Figure 1. Clock network drawn from the DEF.
Bar = 20 um.
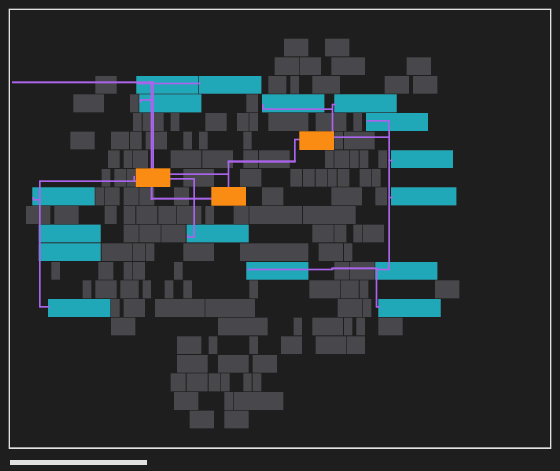
Figure 2. Where the registers sit.
Other sequential cells in the stronger gray, the rest of the logic in the fainter gray.
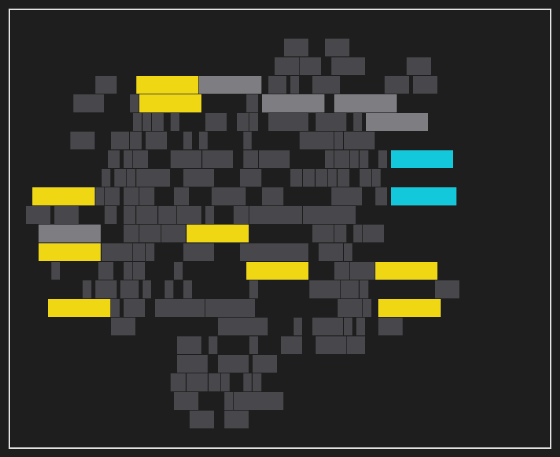
Figure 3. Sizing map.
Bar = 20 um.
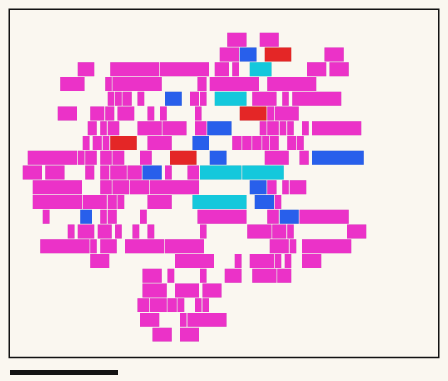
$ cat src/rtl/score_event_arbiter.sv
// Purpose : serialise diamond/bag/goblin scoring pulses onto the 2-bit score unit bus,
//           buffering bursts in saturating per-source pending counters.
// Latency : event in cycle 0 is counted at edge 1; earliest unit code is driven from edge 2.
// Backpressure: pause holds issue (events still counted); counter overflow drops the
//           event and sets sticky ovf; clear flushes all pending credit.
//
// Ports:
//   clk, rst (async active-low), clear (sync flush), pause (hold issue),
//   diamond_evt / bag_evt / goblin_evt (one-cycle pulses, codes 01 / 10 / 11),
//   unit (registered code, 00 = no credit), busy (any credit pending),
//   pending (sum of counters, CNT_W+2 bits), ovf (sticky drop flag).
//
// Build option: define SCORE_ARB_FIXED_PRIO_EN for fixed priority goblin > bag > diamond;
// otherwise sources are served round-robin (diamond -> bag -> goblin -> diamond).

module score_event_arbiter #(
    parameter int CNT_W = 3
) (
    input  logic             clk,
    input  logic             rst,
    input  logic             clear,
    input  logic             pause,
    input  logic             diamond_evt,
    input  logic             bag_evt,
    input  logic             goblin_evt,
    output logic [1:0]       unit,
    output logic             busy,
    output logic [CNT_W+1:0] pending,
    output logic             ovf
);

    typedef enum logic [1:0] {
        IDLE  = 2'd0,
        ISSUE = 2'd1,
        FLUSH = 2'd2
    } state_t;

    localparam logic [CNT_W-1:0] CNT_MAX = '1;
    localparam logic [CNT_W-1:0] CNT_ONE = {{(CNT_W-1){1'b0}}, 1'b1};

    state_t state;
    state_t state_nxt;

    // Source index 0 = diamond, 1 = bag, 2 = goblin.
    logic [2:0][CNT_W-1:0] cnt;
    logic [2:0][CNT_W-1:0] cnt_nxt;
    logic [2:0]            evt;
    logic [2:0]            nz;
    logic [2:0]            drop;
    logic [2:0]            gnt;
    logic                  ovf_nxt;
    logic                  flush;

    logic                  pick_vld;
    logic [1:0]            pick_idx;
    logic                  grant_vld;
    logic [1:0]            unit_nxt;

    assign evt = {goblin_evt, bag_evt, diamond_evt};

    always_comb begin
        for (int i = 0; i < 3; i++) begin
            nz[i] = (cnt[i] != '0);
        end
    end

    //------------------------------------------------------------------
    // Source selection among non-zero counters
    //------------------------------------------------------------------
`ifdef SCORE_ARB_FIXED_PRIO_EN
    always_comb begin
        pick_vld = |nz;
        if (nz[2]) begin
            pick_idx = 2'd2;
        end else if (nz[1]) begin
            pick_idx = 2'd1;
        end else begin
            pick_idx = 2'd0;
        end
    end
`else
    // rr holds the most recently granted source; the search starts just after it.
    logic [1:0] rr;

    function automatic logic [1:0] wrap_inc(input logic [1:0] idx);
        return (idx == 2'd2) ? 2'd0 : idx + 2'd1;
    endfunction

    always_comb begin
        logic [1:0] cand;
        pick_vld = 1'b0;
        pick_idx = 2'd0;
        cand     = rr;
        for (int k = 0; k < 3; k++) begin
            cand = wrap_inc(cand);
            if (!pick_vld && nz[cand]) begin
                pick_vld = 1'b1;
                pick_idx = cand;
            end
        end
    end

    always_ff @(posedge clk or negedge rst) begin
        if (!rst) begin
            rr <= 2'd2;
        end else if (grant_vld) begin
            rr <= pick_idx;
        end
    end
`endif

    //------------------------------------------------------------------
    // Grant decision. IDLE grants directly so a fresh credit reaches the
    // bus one cycle after it is counted; clear beats pause beats grant.
    //------------------------------------------------------------------
    assign flush = clear || (state == FLUSH);

    always_comb begin
        grant_vld = 1'b0;
        if ((state == IDLE) || (state == ISSUE)) begin
            grant_vld = !clear && !pause && pick_vld;
        end
    end

    assign gnt      = grant_vld ? (3'b001 << pick_idx) : 3'b000;
    assign unit_nxt = grant_vld ? (pick_idx + 2'd1) : 2'b00;

    //------------------------------------------------------------------
    // Pending counters: event and grant on the same edge cancel, an event
    // into a saturated counter without a grant is dropped.
    //------------------------------------------------------------------
    always_comb begin
        for (int i = 0; i < 3; i++) begin
            cnt_nxt[i] = cnt[i];
            drop[i]    = 1'b0;
            if (flush) begin
                cnt_nxt[i] = '0;
            end else if (evt[i] && !gnt[i]) begin
                if (cnt[i] == CNT_MAX) begin
                    drop[i] = 1'b1;
                end else begin
                    cnt_nxt[i] = cnt[i] + CNT_ONE;
                end
            end else if (gnt[i] && !evt[i]) begin
                cnt_nxt[i] = cnt[i] - CNT_ONE;
            end
        end
    end

    assign ovf_nxt = flush ? 1'b0 : (ovf | (|drop));

    //------------------------------------------------------------------
    // FSM
    //------------------------------------------------------------------
    always_ff @(posedge clk or negedge rst) begin
        if (!rst) begin
            state <= IDLE;
        end else begin
            state <= state_nxt;
        end
    end

    always_comb begin
        state_nxt = state;
        case (state)
            IDLE, ISSUE: begin
                if (clear) begin
                    state_nxt = FLUSH;
                end else if (pause) begin
                    state_nxt = IDLE;
                end else if (grant_vld && (cnt_nxt != '0)) begin
                    state_nxt = ISSUE;
                end else begin
                    state_nxt = IDLE;
                end
            end
            FLUSH: begin
                // A clear held across the flush cycle keeps flushing.
                state_nxt = clear ? FLUSH : IDLE;
            end
            default: begin
                state_nxt = IDLE;
            end
        endcase
    end

    //------------------------------------------------------------------
    // Datapath registers
    //------------------------------------------------------------------
    always_ff @(posedge clk or negedge rst) begin
        if (!rst) begin
            cnt  <= '0;
            unit <= 2'b00;
            ovf  <= 1'b0;
        end else begin
            cnt  <= cnt_nxt;
            unit <= unit_nxt;
            ovf  <= ovf_nxt;
        end
    end

    assign busy    = |nz;
    assign pending = {2'b00, cnt[0]} + {2'b00, cnt[1]} + {2'b00, cnt[2]};

endmodule

$ cat config.mk
export PLATFORM = sky130hd
export DESIGN_NAME = score_event_arbiter
export DESIGN_NICKNAME = d
export VERILOG_FILES = /design/src/rtl/score_event_arbiter.sv
export SDC_FILE = /design/constraint.sdc
export NUM_CORES = 1
export LEC_CHECK = 0
export CAP_MARGIN = 10
export CORE_ASPECT_RATIO = 0.8
export CORE_MARGIN = 2
export CORE_UTILIZATION = 30
export DETAILED_ROUTE_END_ITERATION = 6
export GPL_TIMING_DRIVEN = 0
export PLACE_DENSITY = 0.59
export SKIP_CTS_REPAIR_TIMING = 1
export SKIP_LAST_GASP = 1
export SLEW_MARGIN = 10
export SYNTH_ARGS = -nofsm -noshare
export SYNTH_HDL_FRONTEND = slang
export SYNTH_SLANG_ARGS = --single-unit
$ cat constraint.sdc
create_clock -name clk -period 4.98 [get_ports clk]
set_clock_uncertainty 0.2 [all_clocks]
set_input_delay 0.996 -clock clk [delete_from_list [all_inputs] [get_ports clk]]
set_output_delay 0.996 -clock clk [all_outputs]
set_load 0.01 [all_outputs]
==> summary.rpt <==
PHYSICAL IMPLEMENTATION REPORT
----------------------------------------------------
[Drt]
  Via count of the routed design ........................ 1,078
  Per-cell routed wire length ........................ 13.13 um
  Sum of met2 wire segment lengths after detailed routing ........................ 1.309 mm
  Average vias per placed instance ........................ between 4 and 5
  Remaining design rule violation count ........................ 0
  Detailed-routing wirelength on met1 ........................ 1.389 mm
  Post-route ant nets ........................ 0
  First-pass detailed-route iteration total ........................ 4
  Topmost layer with routed signal wires ........................ met4
  DRC violation total after the first TritonRoute iteration ........................ 90
  Total wire length after detailed routing ........................ around 2.9 mm
  Met3 wirelength from detailed routing ........................ 147 um

[Synth]
  Chip area line of the yosys report ........................ 0.001349 mm2
  Synthesized-area fraction occupied by adder cells ........................ a little under a fifth
  Synth Seq Share ........................ 29.78%
  Syn Std Cell Area ........................ 0.001349 mm2
  Net count entering floorplan ........................ 167
  Distinct cell type count of the synthesized netlist ........................ 42
  Synth mux share ........................ 2.226%
  Logic family by area ........................ simple AND/OR/NAND/NOR gates
  Area share of and-or/or-and cells after synthesis ........................ 17.35%
  Yosys Instances ........................ between 100 and 150
  Post-Synth XOR/XNOR Area ........................ 2.597%
  Post-synthesis register bit count ........................ 16
  Area fraction in and, or, nand and nor cells after synthesis ........................ between 20% and 30%
  Post-Synthesis Cells ........................ approximately 140
  Average cell area after synthesis ........................ 9.499 um2
  Yosys warns ........................ 0

[STA]
  Setup repair after global routing missed its margin ........................ false
  Final hold slack ........................ 0.2551 ns
  Peak clock frequency supported by timing ........................ roughly 0.27 GHz
  Final number of max-transition violations ........................ 0
  Minimum clock period after layout ........................ 3.734 ns
  Sum of negative setup slack ........................ 0 ns
  Share of the clock period used by the worst path after layout ........................ approximately three quarters
  Final hold violation count ........................ 0
  Number of setup violations in the final report ........................ 0
  Transition time at the pin with the least slew margin ........................ 0.7578 ns
  Tightest slew margin relative to the limit ........................ 49.32%

[Die]
  Floorplan core area ........................ roughly 0.0043 mm2
  I/O pin cnt ........................ 16
  Row cnt ........................ 21
  Number of tap cells added at floorplan ........................ 57
  Height of the die ........................ between 60 and 70 um
  Total Die Area ........................ a little over 0.005 mm2
  Horizontal die dimension ........................ 78.97 um
  Fp util ........................ a little under a third

[Worst setup path]
  Worst path bufs/invs ........................ 2
  Delay of the slowest cell on the worst path ........................ 0.55 ns
  Cell with the largest stage delay on the worst path ........................ sky130_fd_sc_hd__clkdlybuf4s50_1
  Capturing element type of the critical path ........................ output port
  Setup Crit Path Kind ........................ reg -> out
  Worst Reg-to-Reg Cells ........................ 14
  Logic depth of the worst path, buffers included ........................ 6
  Startpoint type of the worst setup path ........................ flop
  RR Startpoint ........................ cnt[6]$_DFF_PN0_
  CP max FO ........................ 5
  Kind of cell adding the most delay to the critical path ........................ adder cells
  Required time of the critical path ........................ ~3.8 ns
  Capture point of the worst reg-to-reg path ........................ state[0]$_DFF_PN0_
  Reg-to-reg slack, setup ........................ 1.90 ns
  Cell breakdown of the critical path ........................ fa_1 -> ha_1 -> inv_1 -> fa_1 -> xnor2_1 -> clkdlybuf4s50_1
  Most frequent CP cell ........................ sky130_fd_sc_hd__fa_1
  Data arrival time of the critical path ........................ 2.54 ns
  Termination of the worst setup path ........................ pending[3]
  Critical path launch point ........................ cnt[4]$_DFF_PN0_

[Clock network]
  Clock root cell ........................ sky130_fd_sc_hd__clkbuf_8
  CTS Buffer Depth ........................ 2
  H-tree depth ........................ 1
  Clock tree sinks ........................ 16
  Clock transition at path regs ........................ approximately 0.060 ns
  Number of buffers created by CTS ........................ 3
  CTS tree ........................ yes

[Global routing]
  Leftover overflow at the end of global routing ........................ 0
  M3 GR Usage ........................ about 3.7%
  Wire length of the first global-routing pass ........................ 4.981 mm
  Maximum number of pins on one net before global-route repair ........................ 17
  Number of global-route vias before repair ........................ 1,041
  Number of antenna violations at the first check in global routing ........................ 0
  Met1 routing resource usage after global routing ........................ between 10% and 20%
  Global router's overall resource usage ........................ approximately 13%
  GR Util met2 ........................ approximately a fifth
  Highest-utilization routing layer at the global route stage ........................ met2

[Cells and area]
  Most area-hungry cell class in the final design ........................ multi-input combinational cells
  Ratio of cells with drive above 1 in the final layout ........................ around an eighth
  Non-CTS inverters ........................ 17
  Final-layout fill cell count ........................ 439
  Relative area of clock buffers and inverters in the final design ........................ under 10%
  Total number of sequential cells ........................ 16
  Most numerous logic cell after layout ........................ sky130_fd_sc_hd__inv_1
  MI comb cells ........................ 108
  Area used by multi-input combinational logic ........................ 869.6 um2
  Nets ........................ 187
  Flop share of the area ........................ 24.86%
  Comb area share ........................ 53.83%
  Most frequently placed logic cells in the final layout ........................ sky130_fd_sc_hd__inv_1 (17), sky130_fd_sc_hd__nand2_1 (16), sky130_fd_sc_hd__dfrtp_1 (15), sky130_fd_sc_hd__clkdlybuf4s50_1 (15), sky130_fd_sc_hd__ha_1 (14)
  Final antenna diode count ........................ 0
  Clock buffer count in the final layout ........................ 4
  Non-clock buffer contribution to total cell area ........................ roughly a tenth
  Register cell area after layout ........................ 401.6 um2

[Worst hold path]
  Worst Hold Class ........................ reg -> reg
  Hold path startpoint ........................ state[0]$_DFF_PN0_
  Hold Path Sink ........................ state[1]$_DFF_PN0_
  Number of cells traversed by the worst hold path ........................ 1

[Power]
  Power density over the cells ........................ 219.7 mW/mm2
  Static leakage ........................ roughly 0.7 nW
  Max IR drop VDD ........................ 0.1710 mV

[Job]
  Max-cap viol count ........................ 0
  Tool Warnings ........................ 34

[Placement]
  Setup slack at placement ........................ 1.505 ns
  Detailed placer's ending HPWL ........................ 2.278 mm
  Count of buffers from port buffering ........................ 15
  Placed instance area ........................ 0.001570 mm2
  Final weighted congestion in routability-driven placement ........................ just over 0.8

[Status]
  Status ........................ finished clean

----------------------------------------------------
About Figure 1:
Key: flip-flops = cyan [count 16]; clock drivers = orange [count 3]; clock wires = purple [length 239 um]
There are 4 routed clock nets.
power dissipated in the clock network: 0.000101 W
Clk network pwr share: 28.4%
worst-skew pair later-pin latency: 0.25 ns

About Figure 2:
Key: rr = cyan [placed flops 2]; cnt = yellow [placed flops 9]

About Figure 3:
Key: _3 and _4 cells = cyan [cells 5, share 3.1%]; _0 and _1 cells = magenta [cells 141, share 88%]; _2 cells = blue [cells 11, share 6.8%]; _6 and larger = red [cells 4, share 2.5%]
cell area after layout: 0.001615 mm2
signed area change from the synthesized netlist to the final layout: 19.76%
Buffers excl. clock: 16
Final Worst Setup Slack: 1.246 ns

-- per-stage QoR --
stage | power, W | utilization [%] | instances
after floorplan | 0.0002181 | - | 142
after global placement | 0.0002542 | 36.89 | 214
after detailed placement | 0.0002566 | 36.89 | 214
after CTS | 0.0003604 | 37.95 | 218
after global routing | 0.0003798 | 37.95 | 218
final | 0.0003549 | 37.95 | 218
-- where the power goes --
part	leakage [nW]	internal (W)	switching [W]	total (W)
Sequential	0.214	0.000140	0.00000918	0.000149
Clock	0.0228	0.0000567	0.0000442	0.000101
Combinational	0.466	0.0000460	0.0000585	0.000104
Total	0.703	0.000243	0.000112	0.000355
-- Yosys cell counts, drive strengths merged --
library cell / instances / area, um2
a211o: 1 / 8.760
a211oi: 3 / 22.52
a21boi: 1 / 7.510
a21o: 1 / 8.760
a21oi: 4 / 20.02
a221oi: 1 / 8.760
a22o: 1 / 8.760
a311oi: 1 / 8.760
a31o: 1 / 8.760
a31oi: 3 / 18.77
a41oi: 1 / 8.760
and2b: 1 / 8.760
and3: 1 / 6.260
clkbuf: 1 / 13.76
dfrtp: 15 / 375.4
dfstp: 1 / 26.28
fa: 4 / 80.08
ha: 14 / 175.2
inv: 17 / 63.81
mux2i: 3 / 30.03
nand2: 16 / 60.06
nand2b: 2 / 15.02
nand3: 5 / 30.03
nand3b: 2 / 15.01
nand4: 3 / 18.77
nand4bb: 1 / 27.53
nor2: 11 / 41.29
nor2b: 3 / 18.77
nor3: 5 / 46.30
nor4bb: 1 / 10.01
o211ai: 3 / 55.05
o21ai: 9 / 48.79
or2: 1 / 6.260
or3: 1 / 11.26
xnor2: 4 / 35.03
-- flip-flops by register name, indices dropped and copies added (netlist names) --
register,cells
unit,2
state,2
cnt,9
rr,2
ovf,1
Power figures rest on the tool's default switching activity, not on a simulated workload.
